File: config.mk
export PLATFORM = sky130hd
export DESIGN_NAME = snoop_responder
export DESIGN_NICKNAME = d
export VERILOG_FILES = /design/src/rtl/coherence_pkg.sv /design/src/rtl/snoop_responder.sv
export SDC_FILE = /design/constraint.sdc
export NUM_CORES = 1
export LEC_CHECK = 0
export ABC_AREA = 1
export CAP_MARGIN = 10
export CORE_ASPECT_RATIO = 0.9
export CORE_MARGIN = 4
export CORE_UTILIZATION = 30
export CTS_CLUSTER_SIZE = 10
export DETAILED_ROUTE_END_ITERATION = 8
export HOLD_SLACK_MARGIN = 0.15
export MAX_ROUTING_LAYER = met4
export SLEW_MARGIN = 20
export SYNTH_ARGS = -nofsm -noshare
export SYNTH_HDL_FRONTEND = slang
export SYNTH_SLANG_ARGS = --single-unit
File: constraint.sdc
create_clock -name clock -period 1.75 [get_ports clock]
set_clock_uncertainty 0.15 [all_clocks]
set_input_delay 0.35 -clock clock [delete_from_list [all_inputs] [get_ports clock]]
set_output_delay 0.35 -clock clock [all_outputs]
set_load 0.02 [all_outputs]
File: src/rtl/coherence_pkg.sv
// rtl/coherence_pkg.sv - shared MSI coherence types, encodings and snoop transition function
package coherence_pkg;

    localparam int ADDR_W  = 3;
    localparam int INDEX_W = 2;
    localparam int TAG_W   = 1;
    localparam int DATA_W  = 4;

    localparam logic [1:0] MSI_I = 2'b00;
    localparam logic [1:0] MSI_S = 2'b01;
    localparam logic [1:0] MSI_M = 2'b10;

    typedef enum logic [1:0] {
        OP_NOP        = 2'b00,
        OP_READ_MISS  = 2'b01,
        OP_WRITE_MISS = 2'b10,
        OP_INVALIDATE = 2'b11
    } snoop_op_e;

    typedef enum logic [2:0] {
        ST_IDLE,
        ST_LOOKUP,
        ST_DECIDE,
        ST_WRITEBACK,
        ST_UPDATE,
        ST_ACK
    } snoop_fsm_e;

    // A remote read demotes an owned line to S; any remote write intent kills it.
    function automatic logic [1:0] msi_snoop_next(input snoop_op_e op, input logic [1:0] cur);
        logic [1:0] nxt;
        nxt = cur;
        case (cur)
            MSI_M, MSI_S: begin
                case (op)
                    OP_READ_MISS:                nxt = MSI_S;
                    OP_WRITE_MISS, OP_INVALIDATE: nxt = MSI_I;
                    default:                     nxt = cur;
                endcase
            end
            default: nxt = MSI_I;
        endcase
        return nxt;
    endfunction

endpackage

File: src/rtl/snoop_responder.sv
// rtl/snoop_responder.sv - bus snoop responder: lookup, M-line writeback, MSI update, completion
module snoop_responder
    import coherence_pkg::*;
#(
    parameter logic CPU_ID = 1'b0
) (
    input  logic               clock,
    input  logic               reset_n,
    input  logic               snoop_valid,
    input  logic               snoop_src,
    input  logic [1:0]         snoop_op,
    input  logic [ADDR_W-1:0]  snoop_addr,
    output logic               snoop_ready,
    output logic               snoop_done,
    output logic               snoop_hit,
    output logic               snoop_abort,
    output logic [DATA_W-1:0]  snoop_data,
    output logic [INDEX_W-1:0] cache_index,
    input  logic [TAG_W-1:0]   cache_tag,
    input  logic [1:0]         cache_state,
    input  logic [DATA_W-1:0]  cache_data,
    output logic               state_we,
    output logic [1:0]         state_new,
    output logic               mem_we,
    output logic [ADDR_W-1:0]  mem_addr,
    output logic [DATA_W-1:0]  mem_wdata,
    input  logic               mem_ack
);

    snoop_fsm_e          state_q, state_d;
    snoop_op_e           op_q, op_d;
    logic [ADDR_W-1:0]   addr_q, addr_d;
    logic                hit_q, hit_d;
    logic                abort_q, abort_d;
    logic [DATA_W-1:0]   data_q, data_d;
    logic [1:0]          new_state_q, new_state_d;
    logic                line_valid;
    logic                line_hit;

    // Encoding 11 is not a legal MSI state and must read as a miss.
    assign line_valid = (cache_state == MSI_S) || (cache_state == MSI_M);
    assign line_hit   = (cache_tag == addr_q[ADDR_W-1]) && line_valid;

    always_ff @(posedge clock) begin
        if (!reset_n) begin
            state_q     <= ST_IDLE;
            op_q        <= OP_NOP;
            addr_q      <= '0;
            hit_q       <= 1'b0;
            abort_q     <= 1'b0;
            data_q      <= '0;
            new_state_q <= MSI_I;
        end else begin
            state_q     <= state_d;
            op_q        <= op_d;
            addr_q      <= addr_d;
            hit_q       <= hit_d;
            abort_q     <= abort_d;
            data_q      <= data_d;
            new_state_q <= new_state_d;
        end
    end

    always_comb begin
        state_d     = state_q;
        op_d        = op_q;
        addr_d      = addr_q;
        hit_d       = hit_q;
        abort_d     = abort_q;
        data_d      = data_q;
        new_state_d = new_state_q;
        case (state_q)
            ST_IDLE: begin
                if (snoop_valid) begin
                    op_d    = snoop_op_e'(snoop_op);
                    addr_d  = snoop_addr;
                    hit_d   = 1'b0;
                    abort_d = 1'b0;
                    data_d  = '0;
                    if ((snoop_src == CPU_ID) || (snoop_op_e'(snoop_op) == OP_NOP)) begin
                        state_d = ST_ACK;
                    end else begin
                        state_d = ST_LOOKUP;
                    end
                end
            end
            ST_LOOKUP: state_d = ST_DECIDE;
            ST_DECIDE: begin
                hit_d       = line_hit;
                data_d      = cache_data;
                new_state_d = msi_snoop_next(op_q, cache_state);
                if (!line_hit) begin
                    state_d = ST_ACK;
                end else if (cache_state == MSI_M) begin
                    state_d = ST_WRITEBACK;
                end else if (op_q != OP_READ_MISS) begin
                    state_d = ST_UPDATE;
                end else begin
                    state_d = ST_ACK;
                end
            end
            ST_WRITEBACK: begin
                if (mem_ack) begin
                    abort_d = 1'b1;
                    state_d = ST_UPDATE;
                end
            end
            ST_UPDATE: state_d = ST_ACK;
            ST_ACK:    state_d = ST_IDLE;
            default:   state_d = ST_IDLE;
        endcase
    end

    assign snoop_ready = (state_q == ST_IDLE);
    assign snoop_done  = (state_q == ST_ACK);
    assign snoop_hit   = snoop_done && hit_q;
    assign snoop_abort = snoop_done && abort_q;
    assign snoop_data  = (snoop_done && abort_q) ? data_q : '0;
    assign cache_index = addr_q[INDEX_W-1:0];
    assign state_we    = (state_q == ST_UPDATE);
    assign state_new   = state_we ? new_state_q : MSI_I;
    assign mem_we      = (state_q == ST_WRITEBACK);
    assign mem_addr    = mem_we ? addr_q : '0;
    assign mem_wdata   = mem_we ? data_q : '0;

endmodule

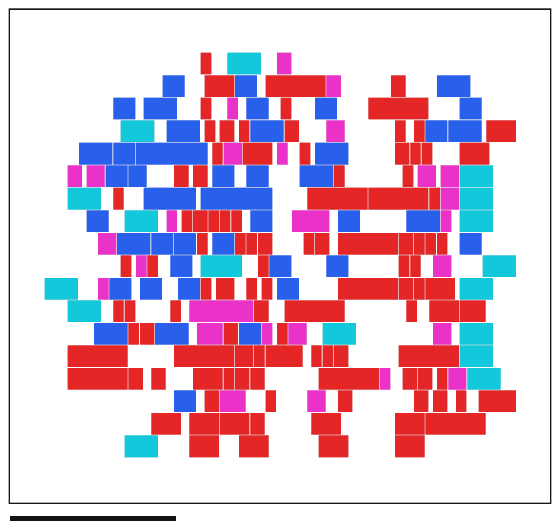
Figure 1: cell sizes after repair.
Scale bar: 20 um.
| size | colour | cells | most used |
|---|---|---|---|
| x1 and smaller | red | 108 | nand2_1 |
| x2 | magenta | 27 | nor2_2 |
| x6 and larger | cyan | 17 | buf_6 |
| x3 and x4 | blue | 43 | buf_4 |

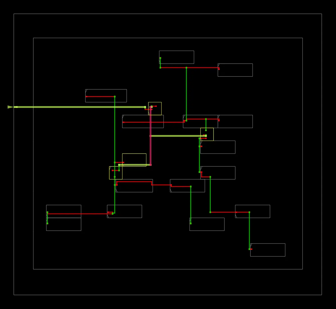
Figure 2: clock routing.
number of clock buffers in the layout: 4
clk sink count: 16
number of sequential cells in the layout: 16
clock buffer count from CTS: 3
Latency at later pin: 0.29 ns

==> report_table.html <==
<!-- implementation run metrics -->
<table>
<tr><th>Metric</th><th>Value</th></tr>
<tr><th colspan="2">Run status</th></tr>
<tr><td>Result of the run</td><td>complete, but fails checks</td></tr>
<tr><td>Violations in the final reports</td><td>negative setup slack</td></tr>
<tr><th colspan="2">Floorplanning</th></tr>
<tr><td>Die Width</td><td>65.2 um</td></tr>
<tr><td>Floorplan-stage core utilization</td><td>31.7%</td></tr>
<tr><td>Core region area</td><td>2790 um^2</td></tr>
<tr><td>Tap Cells</td><td>40</td></tr>
<tr><td>Cell Rows</td><td>18</td></tr>
<tr><td>Ports placed on the boundary</td><td>38</td></tr>
<tr><th colspan="2">Final timing</th></tr>
<tr><td>Total negative slack</td><td>-0.0181 ns</td></tr>
<tr><td>Post-route worst setup slack</td><td>-0.0121 ns</td></tr>
<tr><td>Final Cycle Share</td><td>101%</td></tr>
<tr><td>Final setup violation count</td><td>2</td></tr>
<tr><th colspan="2">Hold path</th></tr>
<tr><td>Worst hold stages</td><td>2</td></tr>
<tr><th colspan="2">Synth</th></tr>
<tr><td>Mux cell area share</td><td>0%</td></tr>
<tr><td>Number of nets at floorplan</td><td>152</td></tr>
<tr><td>Synthesis area per yosys</td><td>885 um^2</td></tr>
<tr><td>Simple-Gate Fraction of Synth Area</td><td>33.5%</td></tr>
<tr><td>Combinational family with the most area after synthesis</td><td>simple AND/OR/NAND/NOR gates</td></tr>
<tr><td>Flops after synth</td><td>16</td></tr>
<tr><td>Synth cell types</td><td>21</td></tr>
<tr><td>Synth area leaders</td><td>sky130_fd_sc_hd__dfxtp_1 36%, sky130_fd_sc_hd__nand2_1 14%, sky130_fd_sc_hd__a21oi_1 8.5%, sky130_fd_sc_hd__inv_1 7.6%, sky130_fd_sc_hd__nor2_1 6.8%</td></tr>
<tr><td>Total of warnings raised by yosys</td><td>0</td></tr>
<tr><td>Seq/Total Area, Yosys</td><td>36.2%</td></tr>
<tr><td>Ys cells</td><td>134</td></tr>
<tr><th colspan="2">Routing</th></tr>
<tr><td>Iteration tally of the first detailed-router pass</td><td>4</td></tr>
<tr><td>Routed length per placed instance</td><td>11.3 um</td></tr>
<tr><td>Average vias per placed instance</td><td>4.36</td></tr>
<tr><th colspan="2">Clock tree</th></tr>
<tr><td>CTS Root Cell</td><td>sky130_fd_sc_hd__clkbuf_4</td></tr>
<tr><td>Post_cts resized</td><td>98</td></tr>
<tr><td>Clock Pin Slew Worst Setup and Hold Paths</td><td>0.10 ns</td></tr>
<tr><th colspan="2">Critical path</th></tr>
<tr><td>Reg-to-reg critical path endpoint</td><td>op_q[0]$_SDFFE_PN0P_</td></tr>
<tr><td>Required time of the worst setup path</td><td>1.25 ns</td></tr>
<tr><td>Timing endpoint of the critical path</td><td>snoop_data[1]</td></tr>
<tr><td>Sort of element at the end of the critical path</td><td>output port</td></tr>
<tr><td>Crit start category</td><td>register</td></tr>
<tr><td>Maximum fanout along the worst path</td><td>5</td></tr>
<tr><td>CP arrival</td><td>1.26 ns</td></tr>
<tr><th colspan="2">Finish</th></tr>
<tr><td>Max FFs per register</td><td>4</td></tr>
<tr><td>Logic gate fraction of the total cell area</td><td>33.5%</td></tr>
<tr><td>Filler cell count in the final layout</td><td>286</td></tr>
<tr><td>Commonest cells after routing, fill and taps aside</td><td>31 x sky130_fd_sc_hd__nand2_1, 24 x sky130_fd_sc_hd__buf_4, 16 x sky130_fd_sc_hd__clkdlybuf4s50_1, 16 x sky130_fd_sc_hd__buf_6</td></tr>
<tr><td>Multi-input combinational cell count</td><td>90</td></tr>
<tr><th colspan="2">Place</th></tr>
<tr><td>Area after detailed placement</td><td>1410 um^2</td></tr>
<tr><th colspan="2">GRT</th></tr>
<tr><td>Largest net degree at the start of global routing</td><td>12</td></tr>
<tr><td>Number of global-route vias before repair</td><td>885</td></tr>
<tr><th colspan="2">Flow run</th></tr>
<tr><td>Number of max-cap violations</td><td>0</td></tr>
</table>
[layer usage]
metal | track usage [%] | vias up | share of wire (%)
met5 | - | - | 0
met4 | 1.78 | 0 | 0.45
met3 | 3.98 | 3 | 5.4
met2 | 22.2 | 24 | 52
met1 | 15.1 | 458 | 43
li1 | - | 540 | -
[synth_stat cells]
cell type	number
sky130_fd_sc_hd__dfxtp_1	16
sky130_fd_sc_hd__inv_2	6
sky130_fd_sc_hd__nand2_1	34
sky130_fd_sc_hd__o21ai_2	1
sky130_fd_sc_hd__buf_4	2
sky130_fd_sc_hd__and2_1	1
sky130_fd_sc_hd__nor2_2	4
sky130_fd_sc_hd__nor3b_1	1
sky130_fd_sc_hd__nand4_1	1
sky130_fd_sc_hd__nand2_4	1
sky130_fd_sc_hd__nand3_2	1
sky130_fd_sc_hd__buf_6	2
sky130_fd_sc_hd__o21ai_0	1
sky130_fd_sc_hd__o21ai_1	6
sky130_fd_sc_hd__inv_1	18
sky130_fd_sc_hd__a21oi_2	1
sky130_fd_sc_hd__nor2_4	2
sky130_fd_sc_hd__ha_1	1
sky130_fd_sc_hd__a21oi_1	15
sky130_fd_sc_hd__nand3_1	4
sky130_fd_sc_hd__nor2_1	16
[worst max-delay path, cell delays in order (launching register included)]
cell,delay (ns)
sky130_fd_sc_hd__dfxtp_4,0.38
sky130_fd_sc_hd__inv_4,0.06
sky130_fd_sc_hd__nand2_4,0.06
sky130_fd_sc_hd__nor2_4,0.11
sky130_fd_sc_hd__nand2_4,0.11
sky130_fd_sc_hd__nor2_1,0.10
sky130_fd_sc_hd__buf_4,0.15
[power breakdown]
part,switching (mW),leakage [nW],internal (mW)
sequential,0.0654,0.132,0.464
combinational,0.607,0.569,0.560
clock,0.125,0.0210,0.127
Power figures rest on the tool's default switching activity, not on a simulated workload.
